$ cat config.mk
export PLATFORM = sky130hd
export DESIGN_NAME = perceptron_ctrl
export DESIGN_NICKNAME = d
export VERILOG_FILES = /design/src/rtl/perceptron_pkg.sv /design/src/rtl/perceptron_ctrl.sv
export SDC_FILE = /design/constraint.sdc
export NUM_CORES = 1
export LEC_CHECK = 0
export ABC_AREA = 0
export CORE_MARGIN = 1.5
export CORE_UTILIZATION = 49
export CTS_BUF_LIST = sky130_fd_sc_hd__clkbuf_4 sky130_fd_sc_hd__clkbuf_8 sky130_fd_sc_hd__clkbuf_16
export DETAILED_ROUTE_END_ITERATION = 8
export PLACE_DENSITY = 0.81
export SLEW_MARGIN = 25
export SYNTH_ARGS = -nofsm -noshare
export SYNTH_HDL_FRONTEND = slang
export SYNTH_SLANG_ARGS = --single-unit
$ cat constraint.sdc
create_clock -name clk -period 4.2 [get_ports clk]
set_clock_uncertainty 0.05 [all_clocks]
set_input_delay 0.84 -clock clk [delete_from_list [all_inputs] [get_ports clk]]
set_output_delay 0.84 -clock clk [all_outputs]
set_load 0.02 [all_outputs]
$ cat src/rtl/perceptron_pkg.sv
// Shared types for the perceptron controller and datapath: FSM state encoding and
// the W1W0b shift-select codes the datapath decodes.
package perceptron_pkg;

  typedef enum logic [2:0] {
    S_IDLE    = 3'd0,
    S_LOAD_W1 = 3'd1,
    S_LOAD_W0 = 3'd2,
    S_LOAD_B  = 3'd3,
    S_READY   = 3'd4,
    S_EGRESS  = 3'd5,
    S_OUTPUT  = 3'd6
  } state_t;

  localparam logic [1:0] SEL_W1   = 2'b11;
  localparam logic [1:0] SEL_W0   = 2'b10;
  localparam logic [1:0] SEL_B    = 2'b01;
  localparam logic [1:0] SEL_NONE = 2'b00;

endpackage

$ cat src/rtl/perceptron_ctrl.sv
// Perceptron sequencer: serialises W1/W0/b MSB-first into the datapath, then runs
// inferences at one result per 2 cycles. Define PERCEPTRON_CTRL_STATS_EN for infer_cnt_o.
module perceptron_ctrl
  import perceptron_pkg::*;
#(
  parameter int WIDTH     = 8,
  parameter int CNT_WIDTH = 16
) (
  input  logic                 clk,
  input  logic                 reset_n,
  input  logic                 cfg_valid_i,
  output logic                 cfg_ready_o,
  input  logic [WIDTH-1:0]     cfg_w0_i,
  input  logic [WIDTH-1:0]     cfg_w1_i,
  input  logic [WIDTH-1:0]     cfg_b_i,
  input  logic                 in_valid_i,
  output logic                 in_ready_o,
  output logic                 out_valid_o,
  input  logic                 out_ready_i,
  output logic [1:0]           W1W0b_en_o,
  output logic                 W1_o,
  output logic                 W0_o,
  output logic                 b_o,
  output logic                 en_ingress_o,
  output logic                 en_egress_o,
  output logic                 busy_o,
  output logic [CNT_WIDTH-1:0] infer_cnt_o
);

  localparam int BW = (WIDTH > 1) ? $clog2(WIDTH) : 1;
  localparam logic [BW-1:0] BIT_MSB = BW'(WIDTH - 1);

  state_t           r_state;
  logic [BW-1:0]    r_bit;
  logic [WIDTH-1:0] r_w1;
  logic [WIDTH-1:0] r_w0;
  logic [WIDTH-1:0] r_b;

  logic w_cfg_rdy;
  logic w_cfg_hs;
  logic w_in_rdy;
  logic w_out_hs;

  // A pending cfg in READY blocks the X pair so a reload always wins.
  assign w_cfg_rdy = (r_state == S_IDLE) || (r_state == S_READY);
  assign w_cfg_hs  = cfg_valid_i && w_cfg_rdy;
  assign w_in_rdy  = ((r_state == S_READY) && !cfg_valid_i) ||
                     ((r_state == S_OUTPUT) && out_ready_i);
  assign w_out_hs  = (r_state == S_OUTPUT) && out_ready_i;

  assign cfg_ready_o  = w_cfg_rdy;
  assign in_ready_o   = w_in_rdy;
  assign en_ingress_o = w_in_rdy && in_valid_i;
  assign en_egress_o  = (r_state == S_EGRESS);
  assign out_valid_o  = (r_state == S_OUTPUT);
  assign busy_o       = (r_state == S_LOAD_W1) || (r_state == S_LOAD_W0) ||
                        (r_state == S_LOAD_B);

  always_comb begin
    W1W0b_en_o = SEL_NONE;
    case (r_state)
      S_LOAD_W1: W1W0b_en_o = SEL_W1;
      S_LOAD_W0: W1W0b_en_o = SEL_W0;
      S_LOAD_B:  W1W0b_en_o = SEL_B;
      default:   W1W0b_en_o = SEL_NONE;
    endcase
  end

  assign W1_o = (r_state == S_LOAD_W1) && r_w1[r_bit];
  assign W0_o = (r_state == S_LOAD_W0) && r_w0[r_bit];
  assign b_o  = (r_state == S_LOAD_B)  && r_b[r_bit];

  always_ff @(posedge clk or negedge reset_n) begin
    if (!reset_n) begin
      r_state <= S_IDLE;
      r_bit   <= '0;
      r_w1    <= '0;
      r_w0    <= '0;
      r_b     <= '0;
    end else begin
      case (r_state)
        S_IDLE, S_READY: begin
          if (w_cfg_hs) begin
            r_w1    <= cfg_w1_i;
            r_w0    <= cfg_w0_i;
            r_b     <= cfg_b_i;
            r_bit   <= BIT_MSB;
            r_state <= S_LOAD_W1;
          end else if (r_state == S_READY && in_valid_i) begin
            r_state <= S_EGRESS;
          end
        end
        S_LOAD_W1, S_LOAD_W0, S_LOAD_B: begin
          if (r_bit == '0) begin
            r_bit   <= BIT_MSB;
            r_state <= (r_state == S_LOAD_W1) ? S_LOAD_W0 :
                       (r_state == S_LOAD_W0) ? S_LOAD_B  : S_READY;
          end else begin
            r_bit <= r_bit - BW'(1);
          end
        end
        S_EGRESS: r_state <= S_OUTPUT;
        S_OUTPUT: begin
          if (out_ready_i) r_state <= in_valid_i ? S_EGRESS : S_READY;
        end
        default: r_state <= S_IDLE;
      endcase
    end
  end

`ifdef PERCEPTRON_CTRL_STATS_EN
  logic [CNT_WIDTH-1:0] r_infer_cnt;

  always_ff @(posedge clk or negedge reset_n) begin
    if (!reset_n)      r_infer_cnt <= '0;
    else if (w_out_hs) r_infer_cnt <= r_infer_cnt + CNT_WIDTH'(1);
  end

  assign infer_cnt_o = r_infer_cnt;
`else
  assign infer_cnt_o = '0;
`endif

endmodule
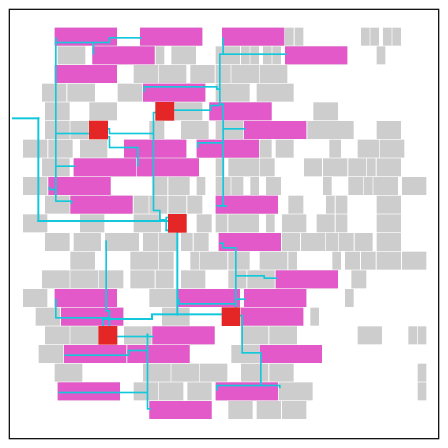
run_1/clock_wires.png
[flip-flops] magenta | count: 30
[clock wires] cyan | length: 352 um
[clock-net drivers] red | count: 5
routed clock nets: 6
clk_lat worst skew: 320 ps
Clk power: 0.210 mW
clock share of power: 0.141

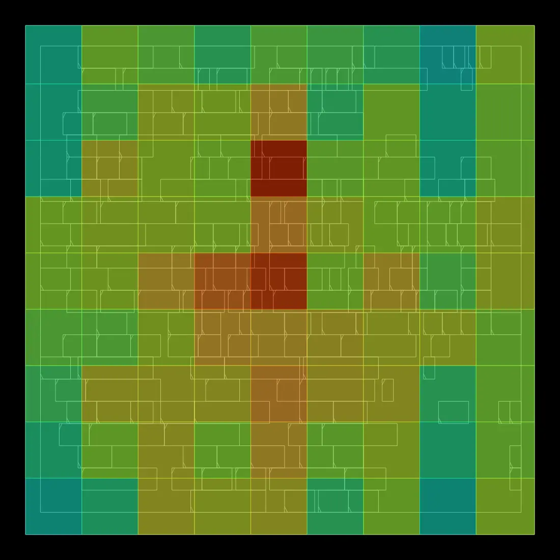
run_1/congestion_map.png
gr busiest metal: met2
overall global routing resource usage: 0.183
global routing usage on met2: 0.322
met3 Use GR: 0.0471
GR Layer Usage met1: 0.215

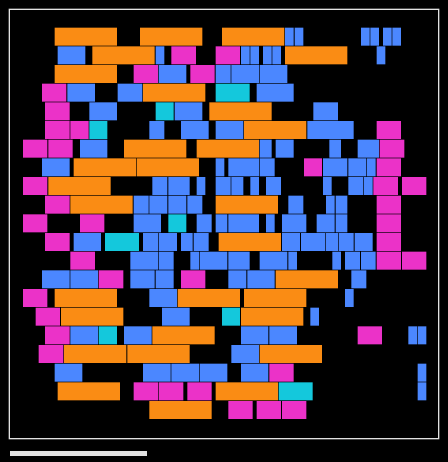
run_1/class_map.png
Scale bar: 20 um.
| class | color | cells | share of their area |
|---|---|---|---|
| registers | orange | 30 | 36% |
| remaining logic cells | blue | 109 | 40% |
| remaining buffers and delay cells | magenta | 41 | 20% |
| clock drivers and dummy loads | cyan | 8 | 3.8% |

==> results.cfg, run 1 <==
; generated from flow reports
[sta]
setup-tns-final_ps = 0
final_hold_viol_count = 0
clock.fmax_mhz = 297
setup_viol = 0
slew_viol_final = 0
post-route-min-period_ps = 3370

[layout]
multiInputGateArea_um2 = 812
num_antenna_cells = 0

[placement]
postPlaceCellArea_mm2 = 0.00204
dp_cells = 226
gp_congestion = 0.786
dp_hpwl_mm = 2.44
io_buffer_count = 39

[cts]
hold_buffers = 0
cts-root-buf = clkbuf_4
cts_resized = 0

[die]
die_h_um = 62.4
rows = 21
core_area_mm2 = 0.00336

[critical_path]
cpMaxStageDelayCell = dfrtp_1
cpPeakStageDelay_ps = 760
path_buffers = 1

[status]
outcome = finished, final reports clean

[yosys]
ys_seq_frac = 0.435

[global_route]
grt_max_degree = 31
## run 1: power breakdown
group / leakage, nW / total [mW] / switching (mW) / internal, mW
registers: 0.354 / 0.577 / 0.143 / 0.434
logic: 0.506 / 0.702 / 0.307 / 0.395
clock network: 0.0446 / 0.210 / 0.0954 / 0.114
## run 1: cell families after synthesis
group | Yosys count | share of synthesized area
multiplexers | 35 | 0.228
buffers and inverters | 31 | 0.131
flip-flops | 30 | 0.435
AND/OR/NAND/NOR | 28 | 0.0891
AND-OR/OR-AND | 22 | 0.0949
adder cells (fa/ha/maj) | 2 | 0.0145
other | 1 | 0.00217
XOR/XNOR | 1 | 0.00507
## run 1: final timing paths
kind	cells after the start	start	slack (ps)	end
max	4	r_bit[1]$_DFFE_PN0P_	830	b_o
min	1	r_w1[7]$_DFFE_PN0P_	460	r_w1[7]$_DFFE_PN0P_
max reg2reg	5	r_bit[1]$_DFFE_PN0P_	2190	r_bit[2]$_DFFE_PN0P_
min reg2reg	1	r_w1[7]$_DFFE_PN0P_	460	r_w1[7]$_DFFE_PN0P_
max in group asynchronous	2	reset_n	2980	r_w0[5]$_DFFE_PN0P_
min in group asynchronous	2	reset_n	850	r_b[1]$_DFFE_PN0P_
## run 1: registers in the layout, indices dropped and copies added, names as in the netlist
register	flops
r_b	8
r_w0	8
r_w1	8
r_bit	3
r_state	3
## run 1: cells in the final DEF (no fill, tap or decap), drive strengths merged, types with 2 or more instances in the layout
master and instances:
a211oi 7, nand2 4, nor2b 6, conb 16, a31oi 3, clkbuf 8, mux2i 3, inv 5
nor3 4, buf 2, nor2 4, ha 2, nand3 2, mux2 32, o22ai 2, dfrtp 30
clkdlybuf4s50 39, nand2b 4
## run 1: layout make-up
class,instances,area share
multi-input combinational,104,0.382
clock buffer,8,0.0371
inverter,5,0.00884
sequential,30,0.354
timing repair buffer,41,0.191
tap,46,0.0271
## run 1: per-stage QoR
stage	worst slack [ps]	utilization	hold slack (ps)
after floorplan	1530	-	402
after global placement	982	0.608	425
after detailed placement	940	0.608	433
after CTS	826	0.631	457
after global routing	660	0.631	484
final	834	0.631	457
## run 1: routing by layer
layer / wire, um / track usage
met3: 179 / 0.0471
met1: 1320 / 0.215
met4: 68 / 0.0667
met5: 0 / 0
met2: 1670 / 0.322
run_1/ff_map.png
Other sequential cells in the stronger gray, the rest of the logic in the fainter gray.
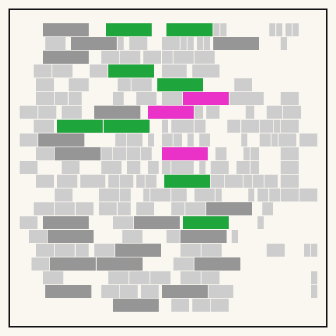

==> run 1 -> run 2 <==
--- a/config.mk
+++ b/config.mk
@@ -7,10 +7,10 @@
 export LEC_CHECK = 0
 export ABC_AREA = 0
 export CORE_MARGIN = 1.5
-export CORE_UTILIZATION = 49
+export CORE_UTILIZATION = 41
 export CTS_BUF_LIST = sky130_fd_sc_hd__clkbuf_4 sky130_fd_sc_hd__clkbuf_8 sky130_fd_sc_hd__clkbuf_16
 export DETAILED_ROUTE_END_ITERATION = 8
-export PLACE_DENSITY = 0.81
+export PLACE_DENSITY = 0.72
 export SLEW_MARGIN = 25
 export SYNTH_ARGS = -nofsm -noshare
 export SYNTH_HDL_FRONTEND = slang
==> constraint.sdc (replaced) <==
create_clock -name clk -period 3 [get_ports clk]
set_clock_uncertainty 0.05 [all_clocks]
set_input_delay 0.6 -clock clk [delete_from_list [all_inputs] [get_ports clk]]
set_output_delay 0.6 -clock clk [all_outputs]
set_load 0.02 [all_outputs]
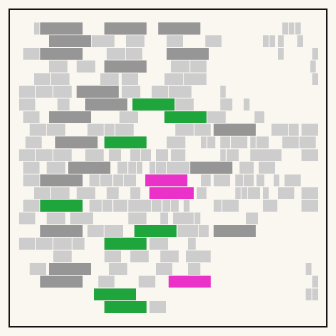
run_2/ff_map.png
Other sequential cells in the stronger gray, the rest of the logic in the fainter gray.
| signal | color | flops |
|---|---|---|
| `r_bit` | magenta | 3 |
| `r_b` | green | 8 |
FF+latch area: 752 um^2
final core occ: 0.535

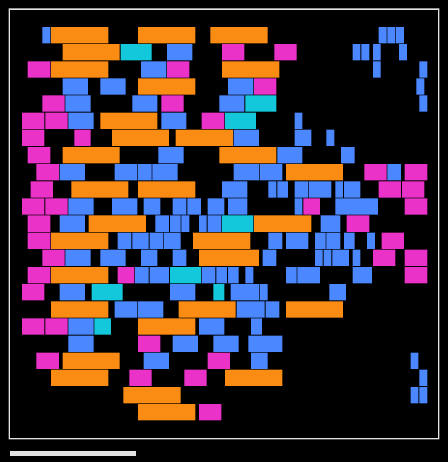
run_2/class_map.png
Scale bar: 20 um.
| class | color | cells | share of their area |
|---|---|---|---|
| registers | orange | 30 | 36% |
| remaining logic cells | blue | 109 | 40% |
| remaining buffers and delay cells | magenta | 42 | 20% |
| clock drivers and dummy loads | cyan | 8 | 4.5% |
Finished Cell Area: 0.00216 mm^2
flop share of the area: 0.349
FP Rows: 23
core footprint: 0.00403 mm^2

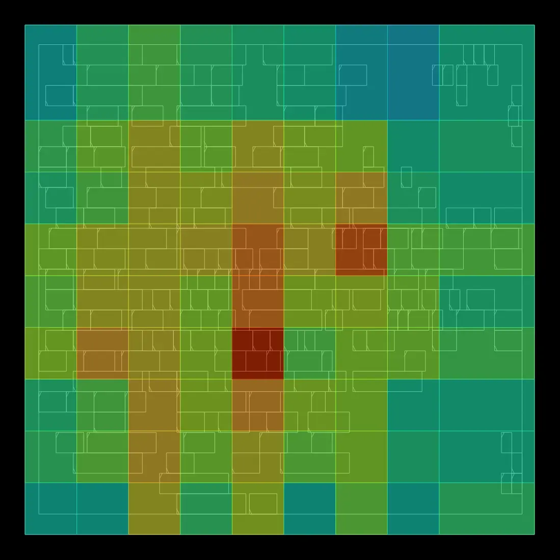
run_2/congestion_map.png
GR Layer Usage met1: 0.195
global routing usage on met2: 0.276
wire per inst: 14.4 um

==> results.cfg, run 2 <==
; generated from flow reports
[worst_hold_path]
min_from = r_w1[7]$_DFFE_PN0P_
whs_endpoint = r_w1[7]$_DFFE_PN0P_

[placement]
gp_congestion = 0.715
postPlaceCellArea_mm2 = 0.00206
io_buffer_count = 39
dp_hpwl_mm = 2.60

[global_route]
grt_usage = 0.163

[critical_path]
cpMaxStageDelayCell = clkdlybuf4s50_1
crit-reg2reg-launch = r_bit[1]$_DFFE_PN0P_
r2r_end = r_bit[2]$_DFFE_PN0P_
cpPeakStageDelay_ps = 550

[sta]
slew_viol_final = 0
post-route-min-period_ps = 2850
setup_viol = 0
fin_hold_ws_ps = 453
setup-tns-final_ps = 0
final_hold_viol_count = 0

[yosys]
ys_seq_frac = 0.435

[status]
outcome = finished, final reports clean

[layout]
largestRegisters = r_b x8, r_w0 x8, r_w1 x8
most-common-layout-cells = clkdlybuf4s50_1, mux2_2, dfrtp_1

[cts]
clock_latency_ps = 280
==> run 2: cell types whose count changed in the layout (fill, tap and decap cells not counted), sizes merged <==
cell,previous run,this run
clkinv,0,1
buf,2,3
clkbuf,8,7
==> run 2: how the worst max path moves through the flow <==
| stage | start | endpoint | slack, ps | cells after the start |
|---|---|---|---|---|
| global placement | out_ready_i | en_ingress_o | 260 | 5 |
| finish | r_bit[1]$_DFFE_PN0P_ | b_o | 150 | 4 |
| global route | r_state[0]$_DFFE_PN0P_ | b_o | -8 | 4 |
| CTS | r_state[0]$_DFFE_PN0P_ | b_o | 90 | 4 |
| detailed placement | out_ready_i | en_ingress_o | 190 | 5 |
| floorplan | r_state[2]$_DFFE_PN0P_ | b_o | 750 | 4 |
==> run 2: kinds of logic after synthesis <==
group	count (synthesis)	share of synthesized area
xor gates and xnor gates	1	0.00507
AOI/OAI and AO/OA	22	0.0949
buffers and inverters	31	0.131
and+or+nand+nor	28	0.0891
adders and majority gates	2	0.0145
other	1	0.00217
DFF	30	0.435
muxes	35	0.228
==> run 2: per-layer routing <==
layer	track usage	wire length, um
met1	0.195	1420
met2	0.276	1750
met3	0.0461	213
met4	0.0650	49
met5	0	0
==> run 2: final cells by class <==
cell class                 count  area [um^2]
clock inverter                 1         5.00
fill                         367         1870
multi-input combinational    104          815
clock buffer                   7         90.1
timing repair buffer          42          413
tap                           50         62.6
sequential                    30          752
inverter                       5         18.8
==> run 2: what timing repair did <==
| item | in CTS | in global routing |
|---|---|---|
| resized | 1 | 1 |
| endpoints found under the setup margin | 1 | 2 |
| hold buffers | 0 | 0 |
==> run 2: power breakdown <==
group	switching [mW]	internal, mW	total [mW]
registers	0.195	0.611	0.806
logic	0.439	0.562	1.00
clock network	0.150	0.194	0.344
total	0.784	1.37	2.15
==> run 2: critical path: cells and delay by family, from the launching register on <==
kind | cells | cell delay, ps
DFF | 1 | 540
AOI/OAI and AO/OA | 1 | 340
buffers and inverters | 1 | 550
muxes | 1 | 370
and+or+nand+nor | 1 | 110
==> run 2: stage by stage <==
stage          instances  setup slack, ps
4_1_cts              239             85.9
5_1_grt              239            -7.97
3_5_place_dp         231              186
3_3_place_gp         231              263
2_1_floorplan        165              746
6_report             239              147
No activity file was given, so power comes from the tool's default toggle rates.
